<file path="src/rtl/ldtu_mode_sequencer.sv">
// Operating-mode sequencer: synchronizes calibration/test requests and walks the
// datapath through reset, warm-up, run and drain phases with registered outputs.
module ldtu_mode_sequencer #(
  parameter int WARMUP_CYCLES = 16,
  parameter int DRAIN_MAX     = 64,
  parameter int CNT_W         = 7
) (
  input  logic       CLK,
  input  logic       RST,
  input  logic       CALIBRATION_BUSY,
  input  logic       TEST_ENABLE,
  input  logic       fifo_empty,
  output logic       dtu_rst_b,
  output logic [1:0] out_sel,
  output logic [2:0] mode,
  output logic       drain_timeout
);

  typedef enum logic [2:0] {
    S_RESET  = 3'd0,
    S_CALIB  = 3'd1,
    S_TEST   = 3'd2,
    S_WARMUP = 3'd3,
    S_RUN    = 3'd4,
    S_DRAIN  = 3'd5
  } state_t;

  localparam logic [CNT_W-1:0] WARM_LAST  = CNT_W'(WARMUP_CYCLES - 1);
  localparam logic [CNT_W-1:0] DRAIN_LAST = CNT_W'(DRAIN_MAX - 1);

  state_t           state;
  state_t           state_next;
  logic [CNT_W-1:0] cnt;
  logic             cal_meta, cal_s;
  logic             tst_meta, tst_s;
  logic             drain_limit;

  assign drain_limit = (cnt == DRAIN_LAST);
  assign mode        = state;

  // Output encoding per state; applied to the next state so outputs stay registered.
  function automatic logic [1:0] sel_of(input state_t s);
    case (s)
      S_TEST:          sel_of = 2'd2;
      S_RUN, S_DRAIN:  sel_of = 2'd1;
      default:         sel_of = 2'd0;
    endcase
  endfunction

  always_comb begin
    state_next = state;
    case (state)
      S_RESET:
        state_next = cal_s ? S_CALIB : (tst_s ? S_TEST : S_WARMUP);
      S_CALIB:
        if (!cal_s) state_next = tst_s ? S_TEST : S_WARMUP;
      S_TEST:
        if (cal_s)       state_next = S_CALIB;
        else if (!tst_s) state_next = S_WARMUP;
      S_WARMUP:
        // Nothing queued yet, so requests preempt warm-up without draining.
        if (cal_s)                  state_next = S_CALIB;
        else if (tst_s)             state_next = S_TEST;
        else if (cnt == WARM_LAST)  state_next = S_RUN;
      S_RUN:
        if (cal_s || tst_s) state_next = S_DRAIN;
      S_DRAIN:
        if (fifo_empty || drain_limit)
          state_next = cal_s ? S_CALIB : (tst_s ? S_TEST : S_RUN);
      default:
        state_next = S_RESET;
    endcase
  end

  always_ff @(posedge CLK or posedge RST) begin
    if (RST) begin
      cal_meta      <= 1'b0;
      cal_s         <= 1'b0;
      tst_meta      <= 1'b0;
      tst_s         <= 1'b0;
      state         <= S_RESET;
      cnt           <= '0;
      dtu_rst_b     <= 1'b0;
      out_sel       <= 2'd0;
      drain_timeout <= 1'b0;
    end else begin
      cal_meta <= CALIBRATION_BUSY;
      cal_s    <= cal_meta;
      tst_meta <= TEST_ENABLE;
      tst_s    <= tst_meta;
      state    <= state_next;

      if (state_next != state)
        cnt <= '0;
      else if (state == S_WARMUP || state == S_DRAIN)
        cnt <= cnt + 1'b1;

      dtu_rst_b <= !(state_next == S_RESET || state_next == S_CALIB || state_next == S_TEST);
      out_sel   <= sel_of(state_next);

      // A simultaneous empty FIFO counts as a clean drain.
      if (state == S_DRAIN && drain_limit && !fifo_empty)
        drain_timeout <= 1'b1;
    end
  end

endmodule

</file>
<file path="config.mk">
export PLATFORM = sky130hd
export DESIGN_NAME = ldtu_mode_sequencer
export DESIGN_NICKNAME = d
export VERILOG_FILES = /design/src/rtl/ldtu_mode_sequencer.sv
export SDC_FILE = /design/constraint.sdc
export NUM_CORES = 1
export LEC_CHECK = 0
export CAP_MARGIN = 5
export CORE_ASPECT_RATIO = 1.2
export CORE_MARGIN = 2
export CORE_UTILIZATION = 50
export DETAILED_ROUTE_END_ITERATION = 10
export PLACE_DENSITY = 0.82
export SLEW_MARGIN = 15
export SYNTH_ARGS = -nofsm -noshare
export SYNTH_HDL_FRONTEND = slang
export SYNTH_SLANG_ARGS = --single-unit
</file>
<file path="constraint.sdc">
create_clock -name CLK -period 3.5 [get_ports CLK]
set_input_delay 1.05 -clock CLK [delete_from_list [all_inputs] [get_ports CLK]]
set_output_delay 1.05 -clock CLK [all_outputs]
set_load 0.01 [all_outputs]
</file>
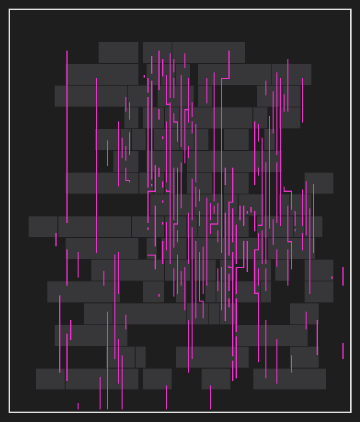
(images/layer_met2.png)
Drawn at 8 px/um. Cells faint in the background.
wire length on this layer	759 um
main direction	vertical
via count: 681
M2 GR Usage: 26.2%
WL final: 1.72 mm

==> flow_summary.toml <==
# synthesis and place-and-route metrics
[setup_path]
cp.arrival_ns = 1.45
endpoint = "mode[0]"
crit_buf_inv = 1
critPathKind = "register to output pin"
end_kind = "output pin"
path_delay_family = "buffers and inverters"
slowest_stage = "clkdlybuf4s50_1"
startpoint_type = "register"
reg2reg_to = "cnt[1]$_DFFE_PP0P_"
worst_ep_required_time_ns = 2.45
r2r_start = "cnt[0]$_DFFE_PP0P_"
rrSetupSlack_ns = 1.50
critPathMaxFanout = 12
worstSetupPathDepth = 1
max_stage_delay_ns = 0.60
crit_start = "mode[0]$_DFF_PP0_"
r2r_cells = 6
worstPathCellList = "clkdlybuf4s50_1"

[synthesis]
top_cell_area_share_pct = 50.6
avgSynthCellArea_um2 = 10.8
yosys_register_bits = 18
synth-edff-count = 0
syn_inst = 82
ys_sh_mux_pct = 1.13
synth_top_cell_by_count = "dfrtp_1"
syn-cell-area_um2 = 890
synth_cell_types = 37
synth_nets = 88
ys_sh_simple_pct = 20.3
synthTopCellsByArea = "dfrtp_1, xor2_1, nor3_1, nand2_1, nand3_1"
yosys_warnings = 0
ys_sh_aoi_pct = 16.6
adder_share_pct = 1.41
yosysTopAreaCell = "dfrtp_1"
ys_cells = 82
ys_async_sr_fraction_pct = 100
ys_seq_share_pct = 50.6
logic_family = "simple AND/OR/NAND/NOR gates"
flop_cell = "dfrtp_1"
ys_area_um2 = 890
common_cells = "dfrtp_1, nor3_1, nand2_1, xor2_1, nand3_1"
xor_area_share_pct = 6.89

[sta]
final.min_clock_period_ns = 2.50
slew_headroom_pct = 55.7
max_freq_mhz = 400
fin_skew_ns = 0.00439
finalMaxSlewViolations = 0
post-route-period-util_pct = 71.5
setup_violations = 0
rsz0062_at_grt = "no"
fin_worst_hold_slack_ns = 0.357
worst_pin_slew_ns = 0.664
hold_viol = 0
final.setup.tns_ns = 0
final.setup.worst_slack_ns = 0.997

[power]
comb_cell_power_w = 0.0000352
comb_power_share_pct = 9.2
pg_seq_w = 0.000220
peakVddDrop_v = 0.000245
internal_power_w = 0.000293
switching_power_w = 0.0000890
top_power_group = "sequential cells"
pwr_density_cell_nw_per_um2 = 367
power.share.sequential_pct = 57.6
leakagePower_nw = 0.451
p_clk_share_pct = 33.2
clk-power_w = 0.000127
p_sw_share_pct = 23.3

[layout]
lay_top_cells = "dfrtp_1, clkdlybuf4s50_1, nor3_1"
buffer_area_share_pct = 10.6
flop_area_um2 = 450
diodes = 0
final-clk-cell-share_pct = 3.48
inverters = 3
finalNetCount = 101
areaGrowthSynthToFinish_pct = 17.2
comb_share_pct = 39.5
drive_above_1_share_pct = 12.8
clock_buffers = 4
layout.area.comb_um2 = 412
final_common_cell = "dfrtp_1"
top_area_cell_class = "registers"
multi_input_comb_cells = 58
flops = 18
fillerInstances = 134
n_all_buffers = 11

[floorplan]
core_area_um2 = 1660
chip_area_um2 = 2130
die_x_um = 42.5
pin_count = 12
floorplan.core_util_pct = 53.5
die_height_um = 50.2
rows = 16
tap_cells = 18

[grt]
grt_max_degree = 19
grt_pass1_vias = 662
grt_use_total_pct = 17.8
grtUsageMet3_pct = 1.80
grt.overflow.total = 0
grt_first_pass_wirelength_mm = 2.82
antenna_found_initial = 0
met1_usage_pct = 24.4
busiest_layer = "met2"

[route]
drc = 0
viasPerCell = 6.08
initialDrtViolationCount = 19
ant_nets = 0
wire_per_inst_um = 15.3
firstDrtPassIters = 4

[placement]
dp_slack_ns = 0.898
port_buffers = 11
globalplace.congestion = 0.842
place_hpwl_mm = 1.25

[clock_tree]
post-cts-setup-buffers = 0
htreeDepth = 1
post_cts_resize_count = 0
cts-root-buf = "clkbuf_4"
clk_pin_slew_ns = 0.10
holdBufCountCts = 0
cts_tree = "built"
cts_buffer_depth = 2
cts_inserted_buffers = 3
insertion_delay_ns = 0.29
cts_sinks = 18

[worst_hold_path]
hp-class = "register to register"
hold_start = "tst_meta$_DFF_PP0_"
holdPathEnd = "tst_s$_DFF_PP0_"
whs_path_depth = 0

[job]
warning_count = 26
max_cap_viol_count = 0

[run_status]
outcome = "finished, final reports clean"
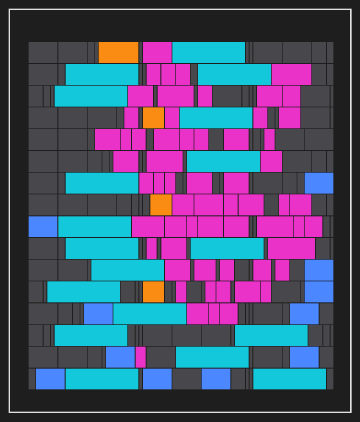
(images/placement_by_type.png)
Drawn at 8 px/um. Fill, decap, tap and diode cells in grey.
class	colour	cells
flops	cyan	18
combinational and other logic	magenta	61
other buffers and delay cells	blue	11
clock drivers and dummy loads	orange	4
Final Instance Area: 1040 um2
fraction of area in registers: 43.2%

[per-stage QoR]
step                cells  area [um2]  power (W)  utilization (%)
finish                112        1040   0.000382             62.7
global route          112        1040   0.000400             62.7
CTS                   112        1040   0.000386             62.7
detailed placement    108        1010   0.000260             60.5
global placement      108        1010   0.000258             60.5
floorplan              82         890   0.000245                -
[routing by layer]
metal  vias to the layer above  share of wire [%]  routed length (um)
li1                        324                  -                   -
met1                       315                 45                 779
met2                        33                 44                 758
met3                         9                6.9                 118
met4                         0                3.5                  61
met5                         -                  0                   0
[state kept, by name, indices dropped and copies added (netlist names)]
register / count
tst_s: 1
mode: 3
out_sel: 2
cnt: 7
dtu_rst_b: 1
drain_timeout: 1
cal_s: 1
tst_meta: 1
cal_meta: 1
Power is estimated from default activity; no workload was simulated.
